$ cat src/rtl/window_dma_responder.sv
// DMA command responder: serves window reads, single-word writes and filter/bias
// streaming between the layer controller, a single-port RAM and the filter buffer.
//
// state | meaning
// IDLE  | waiting for start; command fields latched on acceptance
// ISSUE | one RAM access per cycle
// DRAIN | last read returns; captured into the window or forwarded
// DONE  | finish high until start is seen low
module window_dma_responder #(
    parameter int ADDR_W = 16,
    parameter int DATA_W = 16,
    parameter int WIN    = 5,
    parameter int IDX_W  = 12
) (
    input  logic                       clk,
    input  logic                       reset,
    input  logic                       start,
    output logic                       finish,
    input  logic [1:0]                 cmd_mode,
    input  logic [ADDR_W-1:0]          start_address,
    input  logic [ADDR_W-1:0]          offset,
    input  logic [IDX_W-1:0]           num,
    input  logic [DATA_W-1:0]          wr_data,
    output logic [WIN*WIN*DATA_W-1:0]  win_data,
    output logic                       mem_en,
    output logic                       mem_we,
    output logic [ADDR_W-1:0]          mem_addr,
    output logic [DATA_W-1:0]          mem_wdata,
    input  logic [DATA_W-1:0]          mem_rdata,
    output logic                       fb_we,
    output logic                       fb_bias,
    output logic [IDX_W-1:0]           fb_index,
    output logic [2:0]                 fb_row,
    output logic [2:0]                 fb_col,
    output logic [DATA_W-1:0]          fb_data
);

    localparam int         NWORDS  = WIN * WIN;
    localparam int         PW      = $clog2(NWORDS);
    localparam logic [2:0] LAST_RC = 3'(WIN - 1);

    typedef enum logic [1:0] {IDLE, ISSUE, DRAIN, DONE} state_t;

    state_t              r_state;
    state_t              w_next;

    logic [1:0]          r_mode;
    logic [ADDR_W-1:0]   r_addr;
    logic [ADDR_W-1:0]   r_row_base;
    logic [ADDR_W-1:0]   r_offset;
    logic [IDX_W-1:0]    r_num;
    logic [DATA_W-1:0]   r_wdata;
    logic [2:0]          r_row;
    logic [2:0]          r_col;
    logic [IDX_W-1:0]    r_idx;
    logic [PW-1:0]       r_pos;

    logic                r_rd_vld;
    logic [2:0]          r_row_q;
    logic [2:0]          r_col_q;
    logic [IDX_W-1:0]    r_idx_q;
    logic [PW-1:0]       r_pos_q;
    logic [DATA_W-1:0]   r_win [NWORDS];

    logic                w_accept;
    logic                w_issue;
    logic                w_rc_last;
    logic                w_last;

    assign w_accept  = (r_state == IDLE) && start;
    assign w_issue   = (r_state == ISSUE);
    assign w_rc_last = (r_row == LAST_RC) && (r_col == LAST_RC);

    always_comb begin
        w_last = 1'b0;
        case (r_mode)
            2'd0:    w_last = w_rc_last;
            2'd1:    w_last = 1'b1;
            2'd2:    w_last = (r_idx == r_num - IDX_W'(1)) && w_rc_last;
            default: w_last = (r_idx == r_num - IDX_W'(1));
        endcase
    end

    always_ff @(posedge clk or negedge reset) begin
        if (!reset) r_state <= IDLE;
        else        r_state <= w_next;
    end

    always_comb begin
        w_next = r_state;
        case (r_state)
            IDLE: begin
                // zero-length filter/bias loads complete without touching the RAM
                if (start) w_next = (cmd_mode[1] && (num == '0)) ? DONE : ISSUE;
            end
            ISSUE: begin
                if (w_last) w_next = (r_mode == 2'd1) ? DONE : DRAIN;
            end
            DRAIN:   w_next = DONE;
            DONE: begin
                if (!start) w_next = IDLE;
            end
            default: w_next = IDLE;
        endcase
    end

    always_ff @(posedge clk or negedge reset) begin
        if (!reset) begin
            r_mode     <= '0;
            r_addr     <= '0;
            r_row_base <= '0;
            r_offset   <= '0;
            r_num      <= '0;
            r_wdata    <= '0;
            r_row      <= '0;
            r_col      <= '0;
            r_idx      <= '0;
            r_pos      <= '0;
        end else if (w_accept) begin
            r_mode     <= cmd_mode;
            r_addr     <= start_address;
            r_row_base <= start_address;
            r_offset   <= offset;
            r_num      <= num;
            r_wdata    <= wr_data;
            r_row      <= '0;
            r_col      <= '0;
            r_idx      <= '0;
            r_pos      <= '0;
        end else if (w_issue) begin
            case (r_mode)
                2'd0: begin
                    r_pos <= r_pos + PW'(1);
                    if (r_col == LAST_RC) begin
                        r_col      <= '0;
                        r_row      <= r_row + 3'd1;
                        r_row_base <= r_row_base + r_offset;
                        r_addr     <= r_row_base + r_offset;
                    end else begin
                        r_col  <= r_col + 3'd1;
                        r_addr <= r_addr + ADDR_W'(1);
                    end
                end
                2'd2: begin
                    r_addr <= r_addr + ADDR_W'(1);
                    if (r_col == LAST_RC) begin
                        r_col <= '0;
                        if (r_row == LAST_RC) begin
                            r_row <= '0;
                            r_idx <= r_idx + IDX_W'(1);
                        end else begin
                            r_row <= r_row + 3'd1;
                        end
                    end else begin
                        r_col <= r_col + 3'd1;
                    end
                end
                2'd3: begin
                    r_addr <= r_addr + ADDR_W'(1);
                    r_idx  <= r_idx + IDX_W'(1);
                end
                default: ;
            endcase
        end
    end

    // Read-return pipeline: tags travel one cycle behind the issued address.
    always_ff @(posedge clk or negedge reset) begin
        if (!reset) begin
            r_rd_vld <= 1'b0;
            r_row_q  <= '0;
            r_col_q  <= '0;
            r_idx_q  <= '0;
            r_pos_q  <= '0;
        end else begin
            r_rd_vld <= w_issue && (r_mode != 2'd1);
            if (w_issue) begin
                r_row_q <= r_row;
                r_col_q <= r_col;
                r_idx_q <= r_idx;
                r_pos_q <= r_pos;
            end
        end
    end

    always_ff @(posedge clk or negedge reset) begin
        if (!reset) begin
            for (int i = 0; i < NWORDS; i++) r_win[i] <= '0;
        end else if (r_rd_vld && (r_mode == 2'd0)) begin
            for (int i = 0; i < NWORDS; i++) begin
                if (r_pos_q == PW'(i)) r_win[i] <= mem_rdata;
            end
        end
    end

    for (genvar g = 0; g < NWORDS; g++) begin : g_pack
        assign win_data[g*DATA_W +: DATA_W] = r_win[g];
    end

    assign finish    = (r_state == DONE);
    assign mem_en    = w_issue;
    assign mem_we    = w_issue && (r_mode == 2'd1);
    assign mem_addr  = w_issue ? r_addr : '0;
    assign mem_wdata = mem_we ? r_wdata : '0;

    assign fb_we     = r_rd_vld && r_mode[1];
    assign fb_bias   = fb_we && r_mode[0];
    assign fb_index  = fb_we ? r_idx_q : '0;
    assign fb_row    = fb_we ? r_row_q : '0;
    assign fb_col    = fb_we ? r_col_q : '0;
    assign fb_data   = fb_we ? mem_rdata : '0;

endmodule

$ cat config.mk
export PLATFORM = sky130hd
export DESIGN_NAME = window_dma_responder
export DESIGN_NICKNAME = d
export VERILOG_FILES = /design/src/rtl/window_dma_responder.sv
export SDC_FILE = /design/constraint.sdc
export NUM_CORES = 1
export LEC_CHECK = 0
export CORE_UTILIZATION = 25
export CTS_BUF_LIST = sky130_fd_sc_hd__clkbuf_16
export CTS_CLUSTER_SIZE = 20
export DETAILED_ROUTE_END_ITERATION = 8
export HOLD_SLACK_MARGIN = 0.03
export PLACE_DENSITY = 0.55
export SLEW_MARGIN = 40
export SYNTH_ARGS = -nofsm -noshare
export SYNTH_HDL_FRONTEND = slang
export SYNTH_SLANG_ARGS = --single-unit
$ cat constraint.sdc
create_clock -name clk -period 3.19 [get_ports clk]
set_clock_uncertainty 0.15 [all_clocks]
set_input_delay 0.638 -clock clk [delete_from_list [all_inputs] [get_ports clk]]
set_output_delay 0.638 -clock clk [all_outputs]
set_load 0.005 [all_outputs]
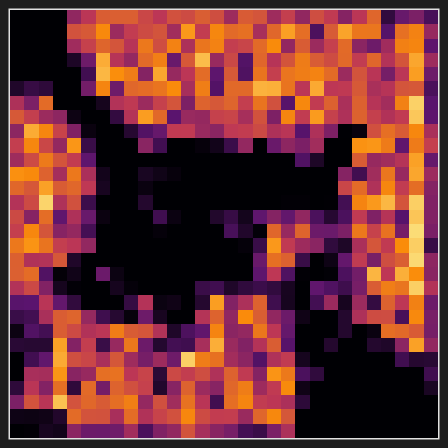
Run 1: placement density heat map
30 x 30 tiles, from black (low) to pale yellow (high), 0 to 100% covered.
tiles over 75% full: 5.3%
fullest tile: 92%
mean over tiles: 34%
emptiest ninth of the die: centre
nearly empty tiles: 26%
FP Core Util: 25.2%
Core ar.: 0.0884 mm^2

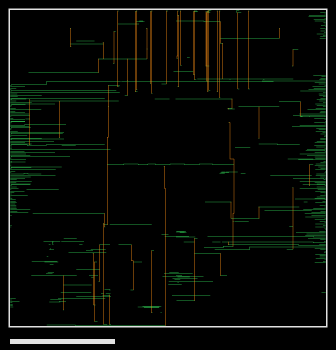
Run 1: routed metal, one colour a layer
Bar = 100 um. Only two layers are drawn.
[green] M3 | wire length: 6100 um
[orange] M4 | wire length: 2670 um
average wire per standard cell: 21.9 um
Vias: 16200
global-route usage over all layers: 17.0%

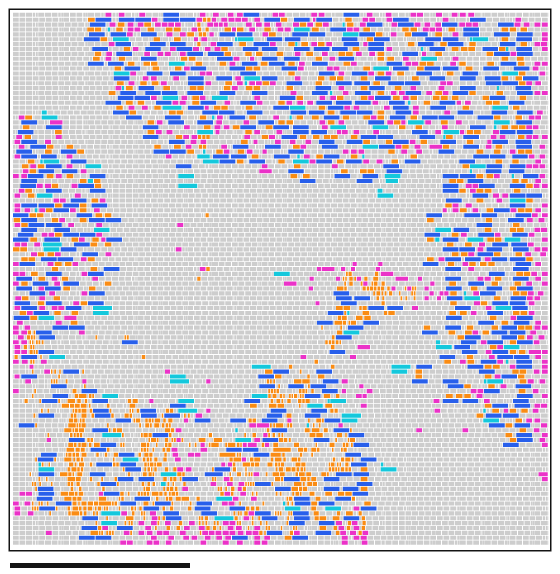
Run 1: cells coloured by class
Bar = 100 um. Fill, decap, tap and diode cells in grey.
[cyan] clock drivers and dummy loads | cells: 120 | share of their area: 7.4%
[magenta] remaining buffers and delay cells | cells: 633 | share of their area: 21%
[blue] registers | cells: 527 | share of their area: 43%
[orange] remaining logic cells | cells: 1115 | share of their area: 29%

==> metrics.cfg, run 1 <==
[status]
status = complete, no violations

[die]
die-area_mm2 = 0.0903
fp-row-count = 109

[timing]
fin_ws_ps = 91.8
layout_min_cycle_time_ps = 3100
clock.fmax_mhz = 323
fin_crit_sh_pct = 97.1

[clocking]
cts_root_buf = clkbuf_16
clockBufferDepth = 3
cts_buffers = 66
cts.sinks = 527
insertion_delay_ps = 620
post_cts_buffers = 2

[logic_synthesis]
synth_area_per_cell_um2 = 12.7
yosys_cells = 1755
top_area_cell = dfrtp_1
ff_type = dfrtp_1
ys_seq_share_pct = 59.2
yosysChipArea_mm2 = 0.0223
synthTopLogicFamily = multiplexers
synth_cells = 1755
synth_top_area_share_pct = 59.2
edf_count = 0
adder_share_pct = 1.61

[setup_path]
r2r_cells = 8
required_ps = 2400
crit_arrival_ps = 2310
cp_slowest_cell = clkdlybuf4s50_1
cpPeakStageDelay_ps = 550
rr_endpoint = r_state[0]
crit_path_start = r_state[1]
r2r-start = r_num[0]

[drt]
wl_met2_um = 36500
highest_layer = met5
first_pass_iters = 5
ant_nets = 0

[layout]
syn_to_final_growth_pct = 43.2

[power]
pg_clk_mw = 7.62
power.group.top = registers
cellLeakagePower_nw = 13.9
intPower_mw = 16.8

[global_route]
grt-ovfl-total = 0
grtUsageMet1_pct = 21.5
antenna_found_initial = 7
grt_max_degree = 59

[placed_design]
place_hpwl_um = 55600

[worst_hold_path]
hp-class = flop to flop

## run 1: cell type report
| type | count | area share, % |
|---|---|---|
| timing repair buffer | 633 | 19.7 |
| clock buffer | 66 | 5.18 |
| clock inverter | 54 | 1.86 |
| inverter | 25 | 0.294 |
| tap | 1165 | 4.57 |
| sequential | 527 | 41.4 |
| antenna | 7 | 0.0549 |
| multi-input combinational | 1090 | 27.0 |
## run 1: stage by stage
| step | cells | power (mW) | utilization, % | instance area, um^2 |
|---|---|---|---|---|
| 2_1_floorplan | 1755 | 13.1 | - | 22300 |
| 3_3_place_gp | 3435 | 17.1 | 33.4 | 29500 |
| 3_5_place_dp | 3435 | 17.3 | 33.4 | 29500 |
| 4_1_cts | 3558 | 25.2 | 36.1 | 31900 |
| 5_1_grt | 3561 | 26.3 | 36.1 | 31900 |
| 6_report | 3567 | 24.9 | 36.1 | 31900 |
## run 1: synthesized netlist by cell type, drive strengths merged (2+ instances only)
| master | count |
|---|---|
| nor3 | 12 |
| a22oi | 3 |
| a21oi | 58 |
| nand2b | 4 |
| or3 | 7 |
| and4 | 2 |
| a21o | 7 |
| o211ai | 6 |
| and3 | 42 |
| mux2i | 4 |
| xor2 | 18 |
| nor4 | 8 |
| dfrtp | 527 |
| nand4 | 9 |
| mux2 | 424 |
| a311o | 2 |
| or4 | 2 |
| o21bai | 2 |
| o21ai | 39 |
| nor2 | 65 |
| a211oi | 4 |
| nand3 | 28 |
| a31oi | 12 |
| nor2b | 12 |
| clkbuf | 99 |
| o31ai | 2 |
| ha | 27 |
| xnor2 | 21 |
| nand2 | 198 |
| nand3b | 6 |
| and2 | 35 |
| inv | 25 |
| buf | 14 |
| or2 | 3 |
| a31o | 2 |
| o22ai | 5 |
Run 1, register map, names as in the netlist:
Bar = 100 um. Other sequential cells in the stronger grey, the rest of the logic in the fainter grey.
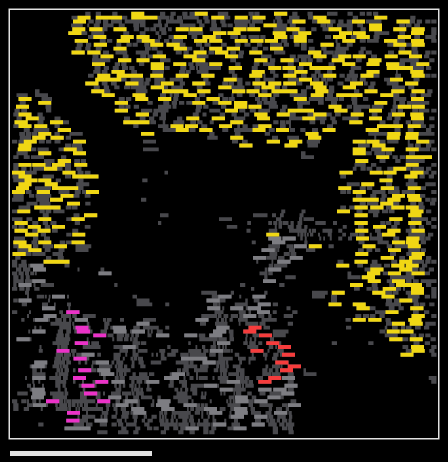

--- run 2 (diff from run 1) ---
Settings changed: PLACE_DENSITY 0.55 to unset.
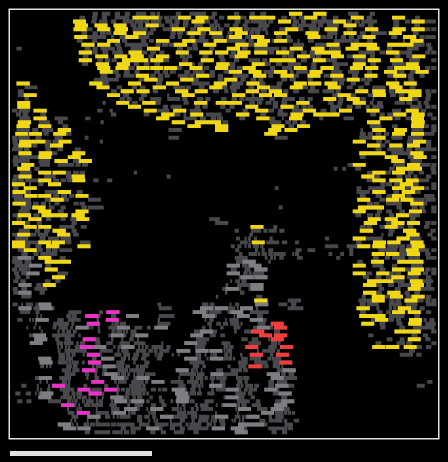
Run 2: register map, names as in the netlist
Bar = 100 um. Other sequential cells in the stronger grey, the rest of the logic in the fainter grey.
[magenta] r_row_base | placed flops: 16 | where: south-west
[yellow] win_data | placed flops: 400
[red] r_idx | placed flops: 12
not coloured: 99

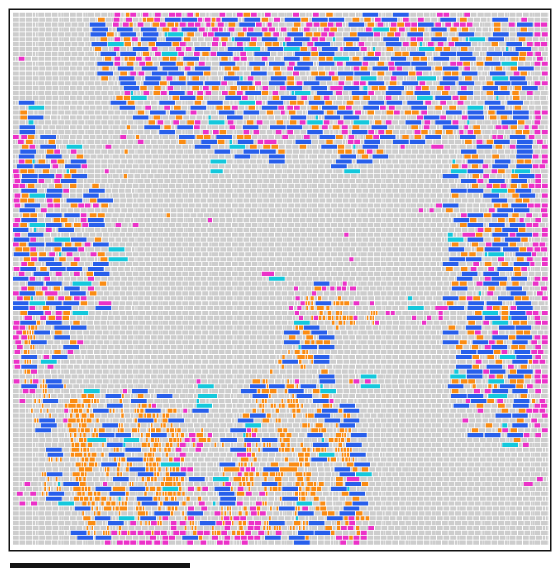
Run 2: cells coloured by class
Bar = 100 um. Fill, decap, tap and diode cells in grey.
Site Rows: 109
Final Core Density: 35.7%
Seq area share: 41.8%

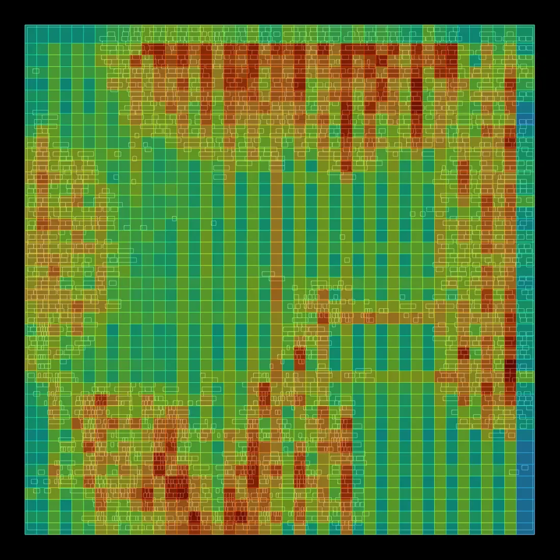
Run 2: routing congestion
GR Util met1: 21.6%
Most Crowded Layer GR: met2
GR Util met2: 27.1%
average wire per standard cell: 21.7 um

==> run 2 against run 1 <==
Sequential share of layout area is 0.44 points higher. Register-to-register slack better by 40 ps. Highest routed layer is now met4. Synthesized area stayed put. Core utilization is 0.38 points lower. Synthesized cell count stayed put. Final cell count is 0.36% lower.
==> metrics.cfg, run 2 <==
[timing]
clock.fmax_mhz = 326  ; +0.92%
fin_ws_ps = 120  ; +28.2 ps
layout_min_cycle_time_ps = 3070  ; -28.2 ps

[clocking]
cts_root_buf = clkbuf_16
clockBufferDepth = 3  ; unchanged
cts_buffers = 60  ; -9.1%

[status]
status = complete, no violations

[drt]
first_pass_iters = 4  ; -1
via_count = 16300  ; +0.87%

[setup_path]
cpPeakStageDelay_ps = 510  ; -40 ps
r2r_cells = 8  ; unchanged
crit_path_start = r_state[1]
cp_slowest_cell = clkdlybuf4s50_1
rr_endpoint = r_state[0]

[power]
cellLeakagePower_nw = 13.8  ; -1.1%
pg_clk_mw = 6.86  ; -10%

[logic_synthesis]
yosysMostFrequentCell = dfrtp_1
edf_count = 0  ; unchanged
yosys_cells = 1755  ; unchanged

[global_route]
grt_usage_pct = 16.6  ; -0.38 points
antenna_found_initial = 8  ; +1

[die]
die-area_mm2 = 0.0903  ; unchanged

[run 2: cell types whose count changed in the layout (fill, tap and decap cells not counted), moves of 2 or more]
cell / delta
clkbuf_16: -6
clkinv_1: +6
diode_2: -4
clkinv_16: -3
inv_1: -3
buf_12: -2
clkinv_4: -2
dfrtp_2: +2
[run 2: critical path: cells and delay by family (launching register included)]
| family | cells | cell delay, ps |
|---|---|---|
| buffers and inverters | 5 | 890 |
| DFF | 1 | 390 |
| adders and majority gates | 1 | 130 |
| and+or+nand+nor | 2 | 240 |
[run 2: logic make-up (layout without fill, tap and decap cells)]
group,Yosys count,count (layout),share of synthesized area (%)
xor+xnor,39,39,1.53
other cells,0,3,0
buf+inv,138,769,2.40
fa+ha+maj,28,28,1.61
flops,527,527,59.2
simple gates,438,438,9.28
compound gates,157,157,4.37
mux,428,428,21.6
[run 2: per-stage QoR]
step,instance area (um^2),hold WS [ps],instances
2_1_floorplan,22300,192,1755
5_1_grt,31600,347,3552
6_report,31600,320,3554
3_5_place_dp,29500,312,3434
3_3_place_gp,29500,301,3434
4_1_cts,31500,326,3550
[run 2: routing by layer]
layer / global-route usage, % / wire (um) / vias up
li1: - / - / 7271
met1: 21.6 / 33400 / 8424
met2: 27.1 / 36400 / 529
met3: 3.75 / 4820 / 111
met4: 5.54 / 2290 / 0
met5: 0 / 0 / -
[run 2: what timing repair did]
action	CTS	global route
buffers inserted	2	1
hold endpoints to repair	44	0
setup endpoints to repair	17	15
hold buffers	1	0
pin swaps	1	0
gates resized	8	2
[run 2: layout make-up]
class / instances / area, um^2
inverters: 25 / 93.8
diodes: 3 / 7.51
clock inverters: 53 / 467
flip-flops and latches: 527 / 13200
well taps: 1165 / 1460
repair buffers: 631 / 6250
clock buffers: 60 / 1500
multi-input cells: 1090 / 8590
fillers: 8572 / 56800
--- run 3 (diff from run 2) ---
Settings changed: CTS_CLUSTER_SIZE 20 to unset.
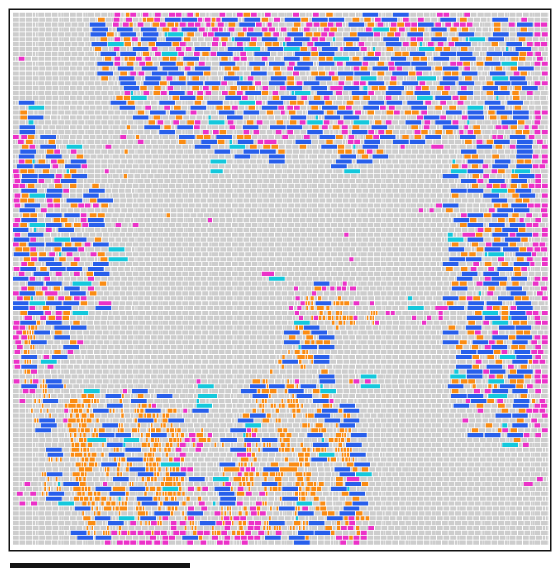
Run 3: cells coloured by class
Bar = 100 um. Fill, decap, tap and diode cells in grey.
final instance area: 0.0316 mm^2

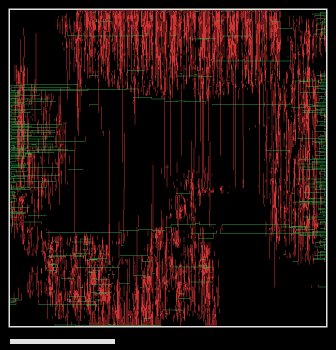
Run 3: routed metal, one colour a layer
Bar = 100 um. Only two layers are drawn.
[green] M3 | wire length: 4820 um
[red] M2 | wire length: 36.4 mm
Routed WL: 77000 um
Vias: 16300

==> run 3 against run 2 <==
Sequential power hardly changed. Largest power group unchanged. Highest routed layer unchanged. Register-to-register slack is essentially flat. Critical endpoint unchanged. Sequential cell count did not move.
==> metrics.cfg, run 3 <==
[status]
status = complete, no violations

[timing]
setup_viol = 0
hold_viol = 0
clock.fmax_mhz = 326  ; unchanged
hold_ws_ps = 320  ; unchanged
slew_viol_final = 0
fin_ws_ps = 120  ; unchanged
layout_min_cycle_time_ps = 3070  ; unchanged

[global_route]
antenna_found_initial = 8  ; unchanged
grt_usage_pct = 16.6  ; unchanged
grt-ovfl-total = 0

[drt]
first_pass_iters = 4  ; unchanged
wire_per_inst_um = 21.7  ; unchanged

[layout]
fin_nets = 2444
fin_util_pct = 35.7  ; unchanged
fin_cells = 3554  ; unchanged

[setup_path]
cp_slowest_cell = clkdlybuf4s50_1
crit_path_start = r_state[1]
crit_fanout = 11
worstPathCellList = inv_2 > ha_4 > buf_8 > inv_1 > nor2_4 > buf_6 > and2_1 > clkdlybuf4s50_1
rr_endpoint = r_state[0]
critPathCaptureType = primary output
cpPeakStageDelay_ps = 510  ; about the same
r2r_cells = 8  ; unchanged

[placed_design]
dp.cells = 3434  ; unchanged
place_area_mm2 = 0.0295  ; unchanged

[logic_synthesis]
edf_count = 0  ; unchanged
floorplan.nets = 1864
yosys_cells = 1755  ; unchanged
async_reset_ff_share_pct = 100
numSynthFlops = 527
yosysMostFrequentCell = dfrtp_1

[power]
pg_clk_mw = 6.86  ; about the same
p_comb_share_pct = 33.2
intPower_mw = 16.2
seq_power_share_pct = 38.3
cellLeakagePower_nw = 13.8  ; unchanged

[clocking]
clockBufferDepth = 3  ; unchanged
cts_buffers = 60  ; unchanged
clk_pin_slew_ps = 60
cts_root_buf = clkbuf_16
cts.sinks = 527

[die]
fp-row-count = 109  ; unchanged
die-area_mm2 = 0.0903  ; unchanged

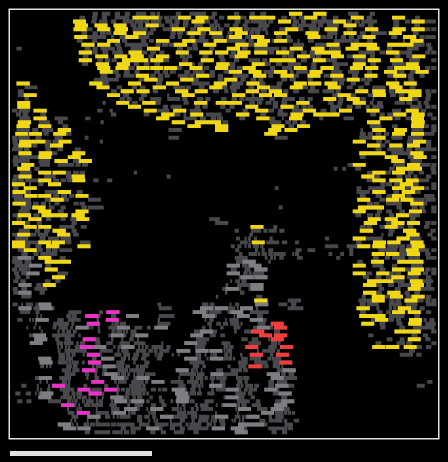
Run 3: register map, names as in the netlist
Bar = 100 um. Other sequential cells in the stronger grey, the rest of the logic in the fainter grey.
Sequential Area: 0.0132 mm^2
sequential cell power: 9.20 mW

## run 3: cell counts after synthesis
No cell type changed its count.
## run 3: cell families after synthesis
logic type                 Yosys count  synth area share [%]
AOI/OAI and AO/OA                  157                  4.37
DFF                                527                  59.2
muxes                              428                  21.6
adders and majority gates           28                  1.61
xor gates and xnor gates            39                  1.53
and+or+nand+nor                    438                  9.28
buffers and inverters              138                  2.40
## run 3: routing by layer
layer	global-route usage [%]	part of all wire, %
met4	5.54	3.0
met1	21.6	43
met3	3.75	6.3
met5	0	0
met2	27.1	47
## run 3: what timing repair did
item / CTS / global route
hold buffers: 1 / 0
gates resized: 8 / 2
pin swaps: 1 / 0
hold endpoints to repair: 44 / 0
setup buffers: 2 / 1
setup endpoints to repair: 17 / 15
## run 3: worst min path at each step
| stage | start | endpoint | slack (ps) | cells past startpoint |
|---|---|---|---|---|
| floorplan | reset | r_addr[0] | 190 | 0 |
| global placement | r_wdata[15] | r_wdata[15] | 300 | 2 |
| detailed placement | r_wdata[1] | r_wdata[1] | 310 | 2 |
| CTS | r_wdata[1] | r_wdata[1] | 330 | 2 |
| global route | r_offset[0] | r_offset[0] | 350 | 2 |
| finish | r_wdata[1] | r_wdata[1] | 320 | 2 |
## run 3: cell type report
class	count	area, um^2
Sequential cell	527	13200
Clock buffer	60	1500
Antenna cell	3	7.51
Multi-Input combinational cell	1090	8590
Inverter	25	93.8
Tap cell	1165	1460
Clock inverter	53	467
Timing Repair Buffer	631	6250
Fill cell	8572	56800
## run 3: worst max-delay path: cells and delay by family (launching register included)
kind | cells | cell delay (ps)
buffers and inverters | 5 | 890
flip-flops | 1 | 390
AND/OR/NAND/NOR | 2 | 240
adder cells (fa/ha/maj) | 1 | 130
Power and IR drop assume default switching activity.
